$ cat src/rtl/biu_arbiter.sv
// biu_arbiter: two-requester round-robin front end for the SDRAM BIU.
// The winner keeps its grant for the whole BIU transaction. Its address,
// data and control are muxed onto the BIU inputs, and BiuEn pulses once.
// The BIU Ready strobe goes back to the winner as a one-cycle Done.
// Optional feature: define BIU_ARB_TIMEOUT_EN to add a WAIT-state watchdog.
// A timed-out transaction ends with Err[Sel] instead of Done[Sel].
module biu_arbiter #(
  parameter int ADDR_W         = 32,
  parameter int DATA_W         = 32,
  parameter int CTRL_W         = 9,
  parameter int TIMEOUT_CYCLES = 64
) (
  input  logic              Clk,
  input  logic              Rst,
  input  logic              Req0,
  input  logic [ADDR_W-1:0] Addr0,
  input  logic [DATA_W-1:0] Data0,
  input  logic [CTRL_W-1:0] Ctrl0,
  input  logic              Req1,
  input  logic [ADDR_W-1:0] Addr1,
  input  logic [DATA_W-1:0] Data1,
  input  logic [CTRL_W-1:0] Ctrl1,
  output logic              Gnt0,
  output logic              Gnt1,
  output logic              Done0,
  output logic              Done1,
  output logic              Err0,
  output logic              Err1,
  output logic              Busy,
  output logic [ADDR_W-1:0] BiuAddr,
  output logic [DATA_W-1:0] BiuData,
  output logic [CTRL_W-1:0] BiuCtrl,
  output logic              BiuEn,
  input  logic              BiuReady
);

  typedef enum logic [1:0] {IDLE, ISSUE, WAIT, DONE} state_t;

  // The watchdog needs WAIT to last at least two counts.
  if (TIMEOUT_CYCLES < 2) begin : g_bad_timeout
    $error("biu_arbiter: TIMEOUT_CYCLES must be at least 2");
  end

  state_t state;
  logic   sel;   // requester owning the current transaction
  logic   last;  // requester served most recently
  logic   pick;  // winner if a transaction starts this cycle

  // If both request, the one not served last wins. Otherwise the lone requester wins.
  assign pick = (Req0 && Req1) ? ~last : Req1;

`ifdef BIU_ARB_TIMEOUT_EN
  localparam int CNT_W = $clog2(TIMEOUT_CYCLES);
  logic [CNT_W-1:0] wait_cnt;
  logic             time_up;
  assign time_up = (wait_cnt == CNT_W'(TIMEOUT_CYCLES - 1));
`endif

  // Arbitration FSM with registered grant, strobe and status outputs.
  // NOTE: all state here uses non-blocking assignments, so every branch reads pre-edge values.
  always_ff @(posedge Clk) begin
    if (Rst) begin
      state <= IDLE;
      sel   <= 1'b0;
      last  <= 1'b1;
      Gnt0  <= 1'b0;
      Gnt1  <= 1'b0;
      Done0 <= 1'b0;
      Done1 <= 1'b0;
      Err0  <= 1'b0;
      Err1  <= 1'b0;
      Busy  <= 1'b0;
      BiuEn <= 1'b0;
`ifdef BIU_ARB_TIMEOUT_EN
      wait_cnt <= '0;
`endif
    end else begin
      // Strobes default low, so each one lasts exactly one cycle.
      BiuEn <= 1'b0;
      Done0 <= 1'b0;
      Done1 <= 1'b0;
      Err0  <= 1'b0;
      Err1  <= 1'b0;
      unique case (state)
        IDLE: begin
          if (Req0 || Req1) begin
            state <= ISSUE;
            sel   <= pick;
            Gnt0  <= ~pick;
            Gnt1  <= pick;
            Busy  <= 1'b1;
            BiuEn <= 1'b1;
          end
        end
        ISSUE: begin
          // BiuReady is deliberately ignored in this cycle.
          state <= WAIT;
`ifdef BIU_ARB_TIMEOUT_EN
          wait_cnt <= '0;
`endif
        end
        WAIT: begin
          if (BiuReady) begin
            state <= DONE;
            Done0 <= ~sel;
            Done1 <= sel;
`ifdef BIU_ARB_TIMEOUT_EN
          end else if (time_up) begin
            state <= IDLE;
            last  <= sel;
            Gnt0  <= 1'b0;
            Gnt1  <= 1'b0;
            Busy  <= 1'b0;
            Err0  <= ~sel;
            Err1  <= sel;
          end else begin
            wait_cnt <= wait_cnt + 1'b1;
`endif
          end
        end
        DONE: begin
          state <= IDLE;
          last  <= sel;
          Gnt0  <= 1'b0;
          Gnt1  <= 1'b0;
          Busy  <= 1'b0;
        end
        default: state <= IDLE;
      endcase
    end
  end

`ifndef BIU_ARB_TIMEOUT_EN
  // Without the watchdog, the error flops are never set and synthesise away.
  logic unused_ok;
  assign unused_ok = 1'b0;
`endif

  // Drive the owning requester's fields onto the BIU, or zeros when no one is granted.
  // NOTE: defaults are assigned first so that no path leaves an output unassigned, which would infer a latch.
  always_comb begin
    BiuAddr = '0;
    BiuData = '0;
    BiuCtrl = '0;
    if (Gnt0 || Gnt1) begin
      BiuAddr = sel ? Addr1 : Addr0;
      BiuData = sel ? Data1 : Data0;
      BiuCtrl = sel ? Ctrl1 : Ctrl0;
    end
  end

endmodule

$ cat config.mk
export PLATFORM = sky130hd
export DESIGN_NAME = biu_arbiter
export DESIGN_NICKNAME = d
export VERILOG_FILES = /design/src/rtl/biu_arbiter.sv
export SDC_FILE = /design/constraint.sdc
export NUM_CORES = 1
export LEC_CHECK = 0
export ABC_AREA = 1
export ABC_CLOCK_PERIOD_IN_PS = 1600
export CORE_AREA = 2 2 90 92
export CTS_BUF_LIST = sky130_fd_sc_hd__clkbuf_8 sky130_fd_sc_hd__clkbuf_16
export DETAILED_ROUTE_END_ITERATION = 10
export DIE_AREA = 0 0 92 94
export GPL_TIMING_DRIVEN = 1
export PLACE_DENSITY = 0.72
export SLEW_MARGIN = 5
export SYNTH_ARGS = -nofsm -noshare
export SYNTH_HDL_FRONTEND = slang
export SYNTH_SLANG_ARGS = --single-unit
$ cat constraint.sdc
create_clock -name Clk -period 1.6 [get_ports Clk]
set_clock_uncertainty 0.15 [all_clocks]
set_input_delay 0.4 -clock Clk [delete_from_list [all_inputs] [get_ports Clk]]
set_output_delay 0.4 -clock Clk [all_outputs]
set_load 0.05 [all_outputs]
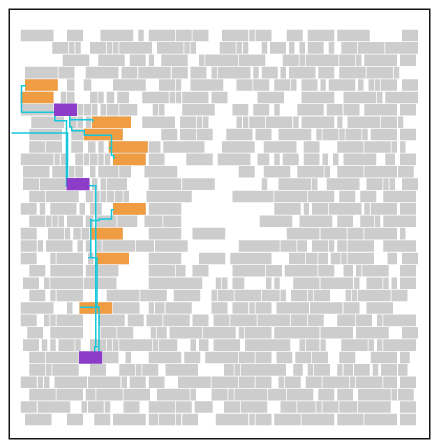
Run 1: clock distribution
- flip-flops: orange (count 10)
- clock-net drivers: purple (count 3)
- clock wires: cyan (length 178 µm)
- routed clock nets: 4

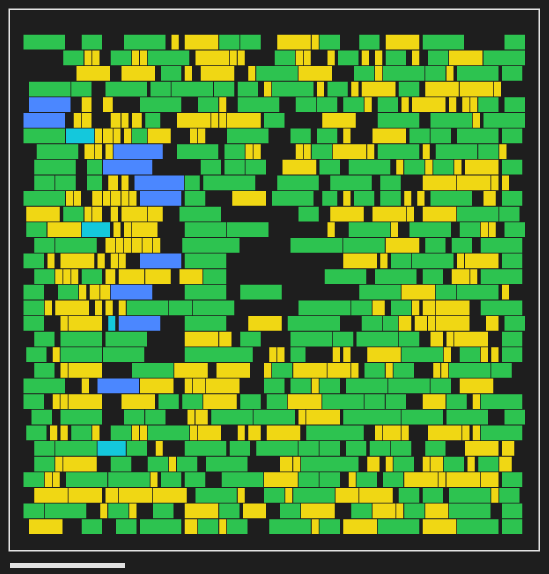
Run 1: cell classes on the final placement
The bar under the picture is 20 µm long.
- remaining buffers and delay cells: green (cells 259; share of their area 61%)
- remaining logic cells: yellow (cells 269; share of their area 35%)
- sequential cells: blue (cells 10; share of their area 3.5%)
- clock drivers and dummy loads: cyan (cells 4; share of their area 0.76%)

==> flow_summary.json, run 1 <==
{
  "place_inst": 629,
  "final.setup.tns_ns": -21.30,
  "logic_area_mm2": 0.00203,
  "cts_tree": "done",
  "die_area_mm2": 0.00865,
  "first_iter_violations": 69,
  "grt.total_usage_pct": 23.4,
  "htreeDepth": 1,
  "rr_startpoint": "state[1]",
  "cp.required_ns": 1.05,
  "rrSetupSlack_ns": 0.19,
  "ctsHoldBuffers": 0,
  "maxCapViolCount": 0,
  "grt.busiest_layer": "met2",
  "grt_pass1_vias": 3200,
  "synth_flops": 10,
  "wl_per_cell_um": 17.0,
  "sh_comb_area_pct": 33.4,
  "synth-edff-count": 0,
  "grt_use_met1_pct": 23.1,
  "clkbuf_count": 3,
  "highest_layer": "met4",
  "n_fill_cell": 464,
  "utilization_pct": 80.0,
  "grt_antenna_before_repair": 0,
  "clock_latency_ns": 0.25,
  "p_clk_share_pct": 3.3,
  "clock_area_share_pct": 0.740,
  "design.core.area_mm2": 0.00761,
  "endpoint_kind": "primary output",
  "topCellsByArea": "nand2_1 (39%), a21oi_1 (27%), dfxtp_1 (13%), buf_2 (4.3%), buf_6 (3.7%)",
  "post_cts_buffers": 3,
  "cp-startpoint": "sel",
  "io_buffers": 229,
  "peakVddDrop_v": 0.00127,
  "wl_met3_um": 806,
  "path_max_fanout": 8,
  "ys_warn_count": 0,
  "min_from": "Busy",
  "gr-usage-met2_pct": 48.0,
  "rr_endpoint": "Gnt0",
  "ys_chip_area_mm2": 0.00153,
  "comb-power_mw": 7.77,
  "cp_slowest_stage_delay_ns": 0.43,
  "fmax_mhz": 518,
  "largest_area_cell": "nand2_1",
  "lay_top_count": "clkdlybuf4s50_1",
  "hold_slack_ns": 0.372,
  "power.internal_mw": 4.12,
  "top_level_ports": 232,
  "hold_path_depth": 2,
  "clock_path_buffers": 2,
  "seq-power_mw": 0.406,
  "nNonClkBuffers": 259,
  "min_period_ns": 1.93,
  "ys_cells": 303,
  "crit_type": "reg -> out",
  "p_leak_nw": 2.34,
  "cts_root_buffer": "clkbuf_8",
  "yosys.area.top_type_share_pct": 38.8,
  "hold_violations": 0,
  "overflow": 0,
  "swShare_pct": 51.2,
  "layout_setup_ws_ns": -0.331,
  "outcome": "finished, violations left",
  "tap_cells": 102,
  "top_power_group": "combinational cells",
  "reg2regPathDepth": 7,
  "comb_cells": 260,
  "p_sw_mw": 4.33,
  "yosysUniqueCellTypes": 17,
  "grt_max_degree": 45,
  "setup_viol": 73,
  "powerDensity_mw_per_mm2": 1390,
  "violations": "setup timing",
  "combPwrFrac_pct": 91.9,
  "num_rows": 32,
  "met1_length_um": 3850,
  "seq_share_pct": 3.47,
  "ys_seq_share_pct": 13.1,
  "via_per_inst": 4.73,
  "fin_cells": 644,
  "fin_area_mm2": 0.00609,
  "drv_slew": 0,
  "ant_nets": 0,
  "rsz0062_at_grt": "true",
  "path_buffers": 3,
  "crit_family": "buffers and inverters",
  "ff_count": 10,
  "die_h_um": 94
}
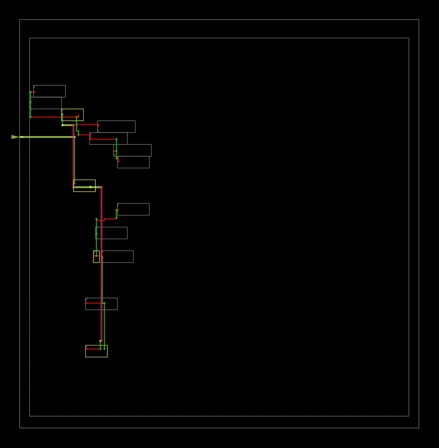
Run 1: clock wiring as the flow saved it
total CTS buffers: 3
CTS Sinks: 10
Clk. pwr: 0.279 mW

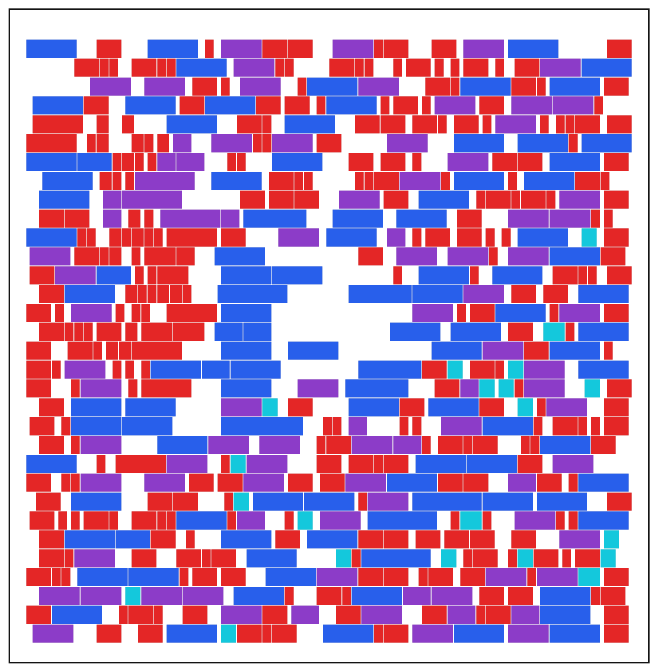
Run 1: cell sizes after repair
- x3 and x4: purple (cells 89; share 16%; most used a21oi_4)
- x6 and larger: blue (cells 105; share 19%; most used buf_12)
- x1 and smaller: red (cells 327; share 60%; most used clkdlybuf4s50_1)
- x2: cyan (cells 21; share 3.9%; most used nand2_2)

[run 1: cells by family after synthesis]
logic type / synth area share (%)
AOI/OAI and AO/OA: 27.7
adders and majority gates: 3.28
buffers and inverters: 12.9
DFF: 13.1
other: 0.245
and+or+nand+nor: 42.8
[run 1: worst reg2reg max path, cell delays in order, from the launching register on]
cell and delay (ns):
dfxtp_1 0.40, inv_1 0.06, ha_1 0.25, inv_1 0.10, nand2_1 0.11, nand2_1 0.09
nand2_1 0.05, a21oi_1 0.13
[run 1: flip-flops by register name, summed over array words and instances, names as in the netlist]
name and count:
Busy 1, state 2, last 1, Done1 1, BiuEn 1, Gnt1 1
Done0 1, Gnt0 1, sel 1
==> inputs of run 2 (changes only) <==
--- a/config.mk
+++ b/config.mk
@@ -9,10 +9,12 @@
 export ABC_CLOCK_PERIOD_IN_PS = 1600
 export CORE_AREA = 2 2 90 92
 export CTS_BUF_LIST = sky130_fd_sc_hd__clkbuf_8 sky130_fd_sc_hd__clkbuf_16
+export CTS_CLUSTER_SIZE = 12
 export DETAILED_ROUTE_END_ITERATION = 10
 export DIE_AREA = 0 0 92 94
 export GPL_TIMING_DRIVEN = 1
 export PLACE_DENSITY = 0.72
+export SKIP_LAST_GASP = 1
 export SLEW_MARGIN = 5
 export SYNTH_ARGS = -nofsm -noshare
 export SYNTH_HDL_FRONTEND = slang
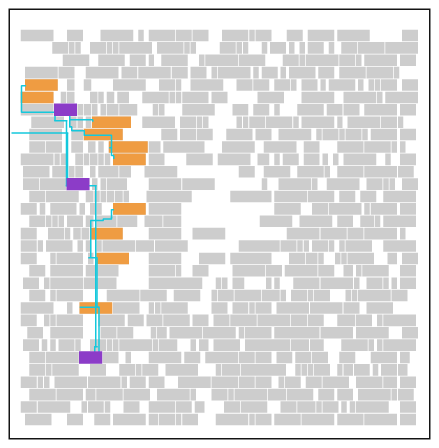
Run 2: clock distribution
Clk pwr share: 3.3%
clk_lat worst skew: 0.25 ns

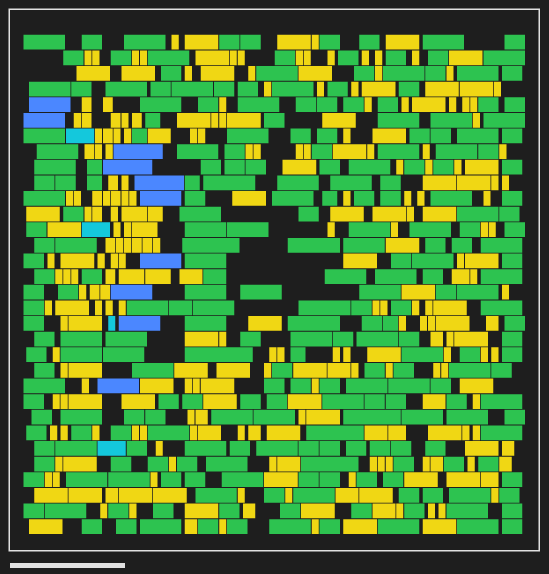
Run 2: cell classes on the final placement
The bar under the picture is 20 µm long.
- remaining buffers and delay cells: green (cells 259; share of their area 61%)
- remaining logic cells: yellow (cells 269; share of their area 35%)
- sequential cells: blue (cells 10; share of their area 3.6%)
- clock drivers and dummy loads: cyan (cells 4; share of their area 0.76%)

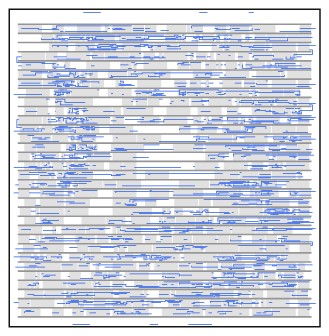
Run 2: met1 routing
Supply wires on this layer in grey. Cells faint in the background.
- share of all routed wire: 35%
- nets with wire on the layer: 551

==> flow_summary.json, run 2 <==
{
  "outcome": "finished, violations left",
  "violations": "setup timing",
  "highest_layer": "met4",
  "post_cts_buffers": 3,
  "grt.total_usage_pct": 23.5,
  "path_buffers": 3,
  "layout_setup_ws_ns": -0.321,
  "crit_family": "buffers and inverters",
  "lay_top_count": "clkdlybuf4s50_1",
  "rr_endpoint": "Gnt0",
  "setup_viol": 73,
  "ys_warn_count": 0,
  "hold_path_depth": 2,
  "reg2regPathDepth": 7,
  "maxCapViolCount": 0,
  "top_level_ports": 232,
  "min_from": "Busy",
  "cp_slowest_stage_delay_ns": 0.43,
  "ctsHoldBuffers": 0,
  "logic_area_mm2": 0.00201,
  "overflow": 0,
  "powerDensity_mw_per_mm2": 1390,
  "nNonClkBuffers": 259,
  "utilization_pct": 79.7,
  "ys_seq_share_pct": 13.1,
  "via_per_inst": 4.74,
  "die_h_um": 94,
  "swShare_pct": 51.2,
  "cp.required_ns": 1.05,
  "place_inst": 629,
  "grt.busiest_layer": "met2",
  "grt_pass1_vias": 3204,
  "crit_type": "reg -> out",
  "fmax_mhz": 521,
  "final.setup.tns_ns": -21.38,
  "tap_cells": 102,
  "yosysUniqueCellTypes": 17,
  "top_power_group": "combinational cells",
  "topCellsByArea": "nand2_1 (39%), a21oi_1 (27%), dfxtp_1 (13%), buf_2 (4.3%), buf_6 (3.7%)",
  "p_leak_nw": 2.34,
  "met1_length_um": 3810
}
==> run 2: worst max path at each step <==
stage / startpoint / endpoint / slack, ns / depth (start not counted)
after detailed placement: Data1[2] / BiuData[2] / -0.27 / 4
after CTS: sel / BiuData[2] / -0.35 / 5
after floorplan: Gnt1 / BiuAddr[20] / -0.04 / 3
after global routing: sel / BiuAddr[5] / -0.36 / 5
final: sel / BiuAddr[9] / -0.32 / 5
after global placement: Addr1[31] / BiuAddr[31] / -0.24 / 4
==> run 2: kinds of logic after synthesis <==
logic type      count (synthesis)  synth area share [%]
compound gates                 84                  27.7
other cells                     1                 0.245
flops                          10                  13.1
fa+ha+maj                       4                  3.28
buf+inv                        34                  12.9
simple gates                  170                  42.8
Power is estimated from default activity; no workload was simulated.
